==> src/rtl/sdram_word_adapter.sv <==
// Splits each 32-bit CPU word access into byte-wide sdram_controller transactions,
// reassembling read data little-endian and acknowledging with one o_ack pulse.
module sdram_word_adapter #(
  parameter int DONE_TIMEOUT = 1023
) (
  input  logic        i_clk,
  input  logic        i_rst_n,
  input  logic        i_req,
  input  logic        i_we,
  input  logic [22:0] i_addr,
  input  logic [3:0]  i_be,
  input  logic [31:0] i_wdata,
  output logic [31:0] o_rdata,
  output logic        o_ack,
  output logic        o_err,
  output logic        o_busy,
  output logic        o_sd_request,
  output logic        o_sd_wren,
  output logic [22:0] o_sd_address,
  output logic [7:0]  o_sd_data,
  input  logic [7:0]  i_sd_data,
  input  logic        i_sd_done
);

  localparam int            TW       = $clog2(DONE_TIMEOUT + 1);
  localparam logic [TW-1:0] TMO_LAST = TW'(DONE_TIMEOUT - 1);

  typedef enum logic [2:0] {IDLE, NEXT, ISSUE, WAIT, DONE} state_t;

  state_t        state;
  logic          we_q;
  logic [20:0]   base_q;
  logic [3:0]    be_q;
  logic [31:0]   wdata_q;
  logic [2:0]    lane_q;
  logic [TW-1:0] tmo_q;
  logic          err_q;
  logic [2:0]    next_lane;

  // Lowest enabled lane at or above the current one; 4 means nothing left to do.
  // NOTE: the default before the loop keeps this purely combinational (no latch).
  always_comb begin
    next_lane = 3'd4;
    for (int k = 3; k >= 0; k--) begin
      if (be_q[k] && (3'(k) >= lane_q)) next_lane = 3'(k);
    end
  end

  // NOTE: all state and outputs are registered with non-blocking assignments and
  // cleared by the asynchronous reset, so an abort takes effect without a clock.
  always_ff @(posedge i_clk or negedge i_rst_n) begin
    if (!i_rst_n) begin
      state        <= IDLE;
      we_q         <= 1'b0;
      base_q       <= '0;
      be_q         <= '0;
      wdata_q      <= '0;
      lane_q       <= '0;
      tmo_q        <= '0;
      err_q        <= 1'b0;
      o_rdata      <= '0;
      o_ack        <= 1'b0;
      o_err        <= 1'b0;
      o_busy       <= 1'b0;
      o_sd_request <= 1'b0;
      o_sd_wren    <= 1'b0;
      o_sd_address <= '0;
      o_sd_data    <= '0;
    end else begin
      case (state)
        IDLE: begin
          if (i_req) begin
            we_q    <= i_we;
            base_q  <= i_addr[22:2];
            be_q    <= i_we ? i_be : 4'b1111;
            wdata_q <= i_wdata;
            lane_q  <= '0;
            tmo_q   <= '0;
            err_q   <= 1'b0;
            o_busy  <= 1'b1;
            state   <= NEXT;
          end
        end
        NEXT: begin
          if (next_lane[2]) begin
            o_ack <= 1'b1;
            o_err <= err_q;
            state <= DONE;
          end else begin
            lane_q       <= next_lane;
            tmo_q        <= '0;
            o_sd_request <= 1'b1;
            o_sd_wren    <= we_q;
            o_sd_address <= {base_q, next_lane[1:0]};
            o_sd_data    <= wdata_q[8*next_lane[1:0] +: 8];
            state        <= ISSUE;
          end
        end
        ISSUE: begin
          o_sd_request <= 1'b0;
          state        <= WAIT;
        end
        WAIT: begin
          tmo_q <= tmo_q + 1'b1;
          // A done arriving on the last allowed cycle still completes the byte.
          if (i_sd_done) begin
            if (!we_q) o_rdata[8*lane_q[1:0] +: 8] <= i_sd_data;
            lane_q <= lane_q + 3'd1;
            state  <= NEXT;
          end else if (tmo_q == TMO_LAST) begin
            err_q <= 1'b1;
            o_ack <= 1'b1;
            o_err <= 1'b1;
            state <= DONE;
          end
        end
        DONE: begin
          o_ack  <= 1'b0;
          o_err  <= 1'b0;
          o_busy <= 1'b0;
          state  <= IDLE;
        end
        default: state <= IDLE;
      endcase
    end
  end

endmodule

==> config.mk <==
export PLATFORM = sky130hd
export DESIGN_NAME = sdram_word_adapter
export DESIGN_NICKNAME = d
export VERILOG_FILES = /design/src/rtl/sdram_word_adapter.sv
export SDC_FILE = /design/constraint.sdc
export NUM_CORES = 1
export LEC_CHECK = 0
export CORE_UTILIZATION = 56
export CTS_CLUSTER_DIAMETER = 30
export DETAILED_ROUTE_END_ITERATION = 12
export DONT_BUFFER_PORTS = 1
export MAX_ROUTING_LAYER = met4
export PLACE_DENSITY = 0.69
export SYNTH_ARGS = -nofsm -noshare
export SYNTH_HDL_FRONTEND = slang
export SYNTH_SLANG_ARGS = --single-unit
==> constraint.sdc <==
create_clock -name i_clk -period 4.7 [get_ports i_clk]
set_input_delay 1.41 -clock i_clk [delete_from_list [all_inputs] [get_ports i_clk]]
set_output_delay 1.41 -clock i_clk [all_outputs]
set_load 0.005 [all_outputs]
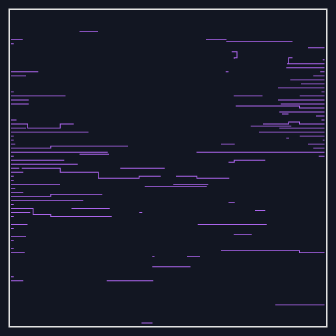
Fig. 1. Met3 routing (run 1).
share of all routed wire: 7.7%
main direction: horizontal
longest straight run: 43.0 microns
nets with wire on the layer: 80
wire length on this layer: 993 microns
via count: 4016
met3 Resource Use GR: 9.18%

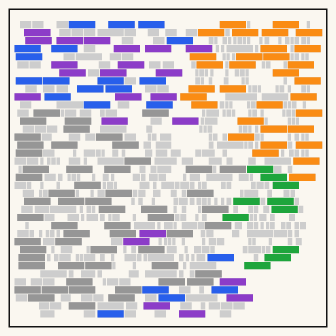
Fig. 2. Sequential cells coloured by netlist name (run 1).
Other sequential cells in the stronger grey, the rest of the logic in the fainter grey.
legend:
  orange:
    name_in_the_netlist: `o_rdata`
    sequential_cells: 32
  green:
    name_in_the_netlist: `tmo_q`
    sequential_cells: 10
  blue:
    name_in_the_netlist: `base_q`
    sequential_cells: 21
  purple:
    name_in_the_netlist: `o_sd_address`
    sequential_cells: 23
share of the final layout cell area in sequential cells: 52.3%
fin util: 65.1%
power drawn by the sequential cells: 2.10 mW

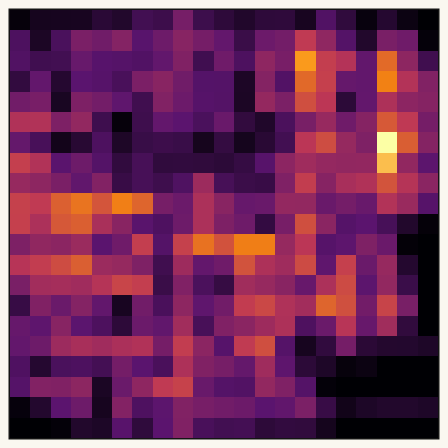
Fig. 3. Wiring heat map (run 1).
21 x 21 tiles, from black (low) to pale yellow (high), scaled to the fullest tile. Values are wire area over tile area, all layers added.
densest ninth of the die: middle left
emptiest ninth of the die: lower right
mean over tiles: 0.18
total routing usage reported by global routing: 25.1%
average wire length per cell after detail routing: 18.4 microns
final wirelength: 12.9 mm

==> impl_metrics.json, run 1 <==
{
  "outcome": "finished clean",
  "synth.area.top_cells": "dfrtp_1 (58%), mux2_2 (12%), nand2_1 (6.5%)",
  "signal_buffers": 2,
  "worst_setup_path_startpoint": "lane_q[0]",
  "hp-start": "base_q[15]",
  "crit_path_cell_trace": "inv_1 -> ha_1 -> and4bb_2 -> nor3_1 -> nor2_4 -> mux2_2",
  "fmax_mhz": 340,
  "signal_buffer_area_fraction_pct": 0.219,
  "finalSetupViolCount": 0,
  "clkTransAtPathRegs_ns": 0.06,
  "synth.area.mux_share_pct": 13.9,
  "path_max_fanout": 44,
  "synth-xor-area-share_pct": 0,
  "grt_pass1_vias": 4253,
  "top_routing_layer_in_use": "met4",
  "placed_cells": 665,
  "count_of_unique_library_cells_instantiated_by_yosys": 45,
  "maxCapViolCount": 0,
  "cts_post_setup_buffers_inserted": 0,
  "syn_inst": 551,
  "ioPinCount": 140,
  "cts_hold_buf": 0,
  "postSynthAreaPerCell_sq_um": 11.2,
  "count_of_nets_after_finishing": 626,
  "lay_top_count": "dfrtp_1",
  "seqCellArea_sq_um": 3580,
  "clkCellAreaFrac_pct": 8.63,
  "net-switching-power_mw": 1.63,
  "worst_setup_path_start_kind": "flop",
  "initial_antenna_violation_count": 1,
  "detailed_place_hpwl_mm": 8.68,
  "dr_wl_met2_mm": 6.38,
  "initial_core_util_pct": 58.7,
  "ys_seq_elements": 143,
  "yosys.area_share.adder_pct": 1.22,
  "stage_log_warnings": 34,
  "detail_route.wirelength.met1_mm": 5.27,
  "sequential_share_of_the_synthesized_area_pct": 58.0,
  "synth.largest_area_cell": "dfrtp_1",
  "area_post_placement_sq_um": 6250,
  "yosysTopAreaCellShare_pct": 58.0,
  "setup.reg_to_reg.worst_slack_ns": 1.76,
  "cts_resized": 0,
  "cts_htree_levels": 4,
  "tritoncts.num_buffers": 17,
  "port_buffers": 0,
  "largest_class": "flip-flops and latches",
  "seq_power_share_pct": 42.0,
  "grt_start_max_net_pins": 144,
  "comb_power_share_pct": 31.2,
  "met3WireLength_microns": 992,
  "clockBufferCount": 26,
  "post_layout_nonfiller_instances": 697,
  "number_of_cells_in_the_yosys_synthesis_report": 551,
  "vdd_ir_drop_max_mv": 0.397,
  "chip_area_sq_um": 11400,
  "enable_flop_cells": 0,
  "crit_path_top_delay_cell": "nor2_4",
  "netSwitchingFraction_pct": 32.7,
  "hold_path.class": "flop to flop",
  "fp-row-count": 37,
  "timing.critical_path.to": "o_sd_address[18]",
  "worst-endpoint-required_ns": 5.11,
  "endpoint_kind": "flop",
  "hold_violations": 0,
  "total_power_mw": 4.99,
  "clockNetworkPower_mw": 1.34,
  "final_layout_size_suffix_gt1_share_pct": 20.4,
  "remaining_drc_errors": 0,
  "final.setup_skew_ns": 0.00974,
  "filler_cell_count": 801,
  "period_used_pct": 62.5,
  "antenna_cells_inserted": 1,
  "finalInstanceArea_sq_um": 6840,
  "layout.sequential_cells": 143,
  "layout.cells.most_common_list": "dfrtp_1 (143), nand2_1 (107), mux2_2 (68)"
}
Fig. 4: run 1, I/O nets highlighted
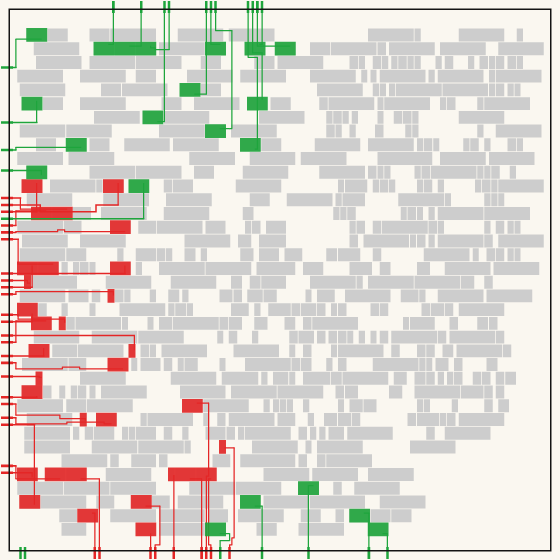

==> inputs of run 2 (changes only) <==
==> constraint.sdc (replaced) <==
create_clock -name i_clk -period 2.8 [get_ports i_clk]
set_input_delay 0.84 -clock i_clk [delete_from_list [all_inputs] [get_ports i_clk]]
set_output_delay 0.84 -clock i_clk [all_outputs]
set_load 0.005 [all_outputs]
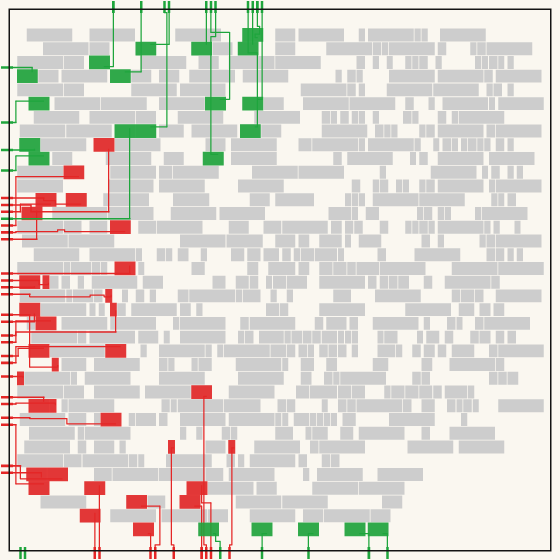
Fig. 5. I/O nets highlighted (run 2).
legend:
  red:
    port: `i_wdata`
    bits: 32
    direction: input
    end_cells: 32
    wire: 476 microns
  green:
    port: `i_addr`
    bits: 23
    direction: input
    end_cells: 21
    wire: 273 microns
Port Buf Inserts: 0
I/O pin cnt: 140

==> run 2 against run 1 <==
Non-clock buffer count increased by 8; critical path type unchanged; clock skew increased by 0.0011 ns; utilization increased by 0.50 points; highest routed layer unchanged; largest cell class unchanged; wire length increased by 1.3%.
==> impl_metrics.json, run 2 <==
{
  "outcome": "finished clean",
  "layout.sequential_cells": 143,
  "fp-row-count": 37,
  "count_of_nets_after_finishing": 634,
  "placed_cells": 673,
  "crit_path_top_delay_cell": "or4_1",
  "synth.area.top_cells": "dfrtp_1 (58%), mux2_2 (12%), nand2_1 (6.5%)",
  "globalRouteTotalUtil_pct": 25.1,
  "clockNetworkPower_mw": 2.15,
  "signal_buffers": 10,
  "seq_area_share_pct": 51.9,
  "grt_pass1_vias": 4251,
  "yosysTopAreaCellShare_pct": 58.0,
  "total_power_mw": 8.46,
  "grt_start_max_net_pins": 144,
  "dr_wl_met2_mm": 6.36,
  "largest_class": "flip-flops and latches",
  "antenna_cells_inserted": 0,
  "net-switching-power_mw": 2.83,
  "filler_cell_count": 788,
  "chip_area_sq_um": 11400,
  "hold_path.class": "input pin to async pin",
  "hold_violations": 0,
  "worst-endpoint-required_ns": 3.24,
  "synth-xor-area-share_pct": 0,
  "fmax_mhz": 405,
  "detailed_place_hpwl_mm": 8.66,
  "timing.critical_path.to": "tmo_q[7]",
  "period_used_pct": 88.3,
  "initial_antenna_violation_count": 0,
  "synth.area.mux_share_pct": 13.9,
  "clockBufferCount": 20,
  "post_layout_nonfiller_instances": 703,
  "sequential_share_of_the_synthesized_area_pct": 58.0,
  "syn_inst": 551,
  "worst_setup_path_startpoint": "lane_q[1]",
  "met3WireLength_mm": 1.04,
  "comb_power_share_pct": 33.6,
  "layout.cells.most_common_list": "dfrtp_1 (143), nand2_1 (107), mux2_2 (68)",
  "path_max_fanout": 22,
  "finalInstanceArea_sq_um": 6900,
  "ys_seq_elements": 143,
  "initial_core_util_pct": 58.7,
  "finalSetupViolCount": 0,
  "wire_per_inst_microns": 18.5,
  "via_count": 4121,
  "cts_htree_levels": 4,
  "gr-usage-met3_pct": 8.81,
  "cts_resized": 0,
  "count_of_unique_library_cells_instantiated_by_yosys": 45,
  "synth.largest_area_cell": "dfrtp_1",
  "clkCellAreaFrac_pct": 8.13,
  "detail_route.wirelength_mm": 13.0,
  "enable_flop_cells": 0,
  "lay_top_count": "dfrtp_1",
  "maxCapViolCount": 0,
  "tritoncts.num_buffers": 17,
  "signal_buffer_area_fraction_pct": 1.45,
  "seq_power_share_pct": 41.0,
  "cts_post_setup_buffers_inserted": 0,
  "endpoint_kind": "flop",
  "postSynthAreaPerCell_sq_um": 11.2,
  "worst_setup_path_start_kind": "flop"
}
==> inputs of run 3 (changes only) <==
--- a/config.mk
+++ b/config.mk
@@ -11,6 +11,7 @@
 export DONT_BUFFER_PORTS = 1
 export MAX_ROUTING_LAYER = met4
 export PLACE_DENSITY = 0.69
+export SLEW_MARGIN = 20
 export SYNTH_ARGS = -nofsm -noshare
 export SYNTH_HDL_FRONTEND = slang
 export SYNTH_SLANG_ARGS = --single-unit
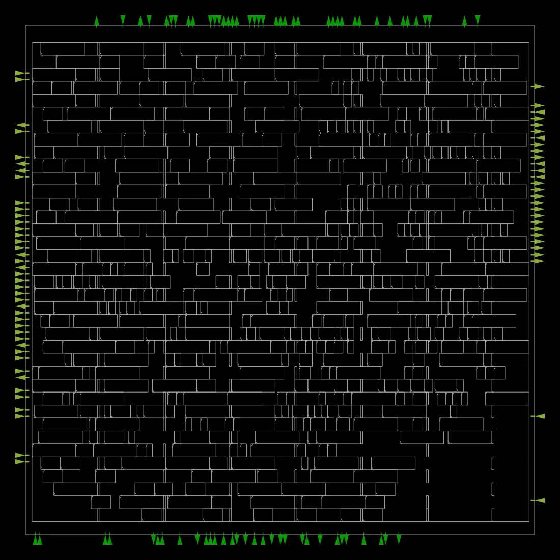
Fig. 6. Placement view (run 3).
Flop Count: 143
fillcell total: 788
placeable core region: 10500 sq um

==> run 3 against run 2 <==
Wire length unchanged; global-route usage unchanged; power unchanged; largest power group unchanged; critical path depth unchanged; critical path type unchanged.
==> impl_metrics.json, run 3 <==
{
  "clockBufferCount": 20,
  "total_power_mw": 8.46,
  "initial_antenna_violation_count": 0,
  "synth.largest_area_cell": "dfrtp_1",
  "yosys.area_share.adder_pct": 1.22,
  "clkTransAtPathRegs_ns": 0.06,
  "setup.reg_to_reg.worst_slack_ns": 0.33,
  "placed_cells": 673,
  "fp-row-count": 37,
  "yosysTopAreaCellShare_pct": 58.0,
  "seqCellArea_sq_um": 3580,
  "finalInstanceArea_sq_um": 6900,
  "endpoint_kind": "flop",
  "grt_start_max_net_pins": 144,
  "count_of_unique_library_cells_instantiated_by_yosys": 45,
  "post_layout_nonfiller_instances": 703,
  "power_drawn_by_the_sequential_cells_mw": 3.47,
  "synth-xor-area-share_pct": 0,
  "gr-usage-met3_pct": 8.81,
  "top_routing_layer_in_use": "met4",
  "syn_inst": 551,
  "detail_route.wirelength_mm": 13.0,
  "synth.area.mux_share_pct": 13.9,
  "worst_setup_path_start_kind": "flop",
  "seq_power_share_pct": 41.0,
  "initial_core_util_pct": 58.7,
  "port_buffers": 0,
  "hold_path.class": "input pin to async pin",
  "grt_pass1_vias": 4251,
  "antenna_cells_inserted": 0,
  "met3WireLength_mm": 1.04,
  "detail_route.wirelength.met1_mm": 5.43,
  "cts_htree_levels": 4,
  "signal_buffers": 10,
  "layout.cells.most_common_list": "dfrtp_1 (143), nand2_1 (107), mux2_2 (68)",
  "maxCapViolCount": 0,
  "clkCellAreaFrac_pct": 8.13,
  "ys_seq_elements": 143,
  "largest_class": "flip-flops and latches",
  "crit_path_cell_trace": "ha_1 -> and4bb_2 -> o21ai_1 -> o221ai_2 -> or4_1 -> a21oi_1",
  "stage_log_warnings": 36,
  "detailed_place_hpwl_mm": 8.66,
  "final_layout_size_suffix_gt1_share_pct": 22.0,
  "via_count": 4121,
  "seq_area_share_pct": 51.9,
  "fin_util_pct": 65.6,
  "clockNetworkPower_mw": 2.15,
  "count_of_nets_after_finishing": 634,
  "net-switching-power_mw": 2.83,
  "tritoncts.num_buffers": 17,
  "timing.critical_path.to": "tmo_q[7]",
  "enable_flop_cells": 0,
  "path_max_fanout": 22,
  "final.setup_skew_ns": 0.0108,
  "dr_wl_met2_mm": 6.36,
  "outcome": "finished clean",
  "hold_violations": 0,
  "cts_post_setup_buffers_inserted": 0,
  "worst-endpoint-required_ns": 3.24,
  "remaining_drc_errors": 0,
  "fmax_mhz": 405
}
Power figures rest on the tool's default switching activity, not on a simulated workload.
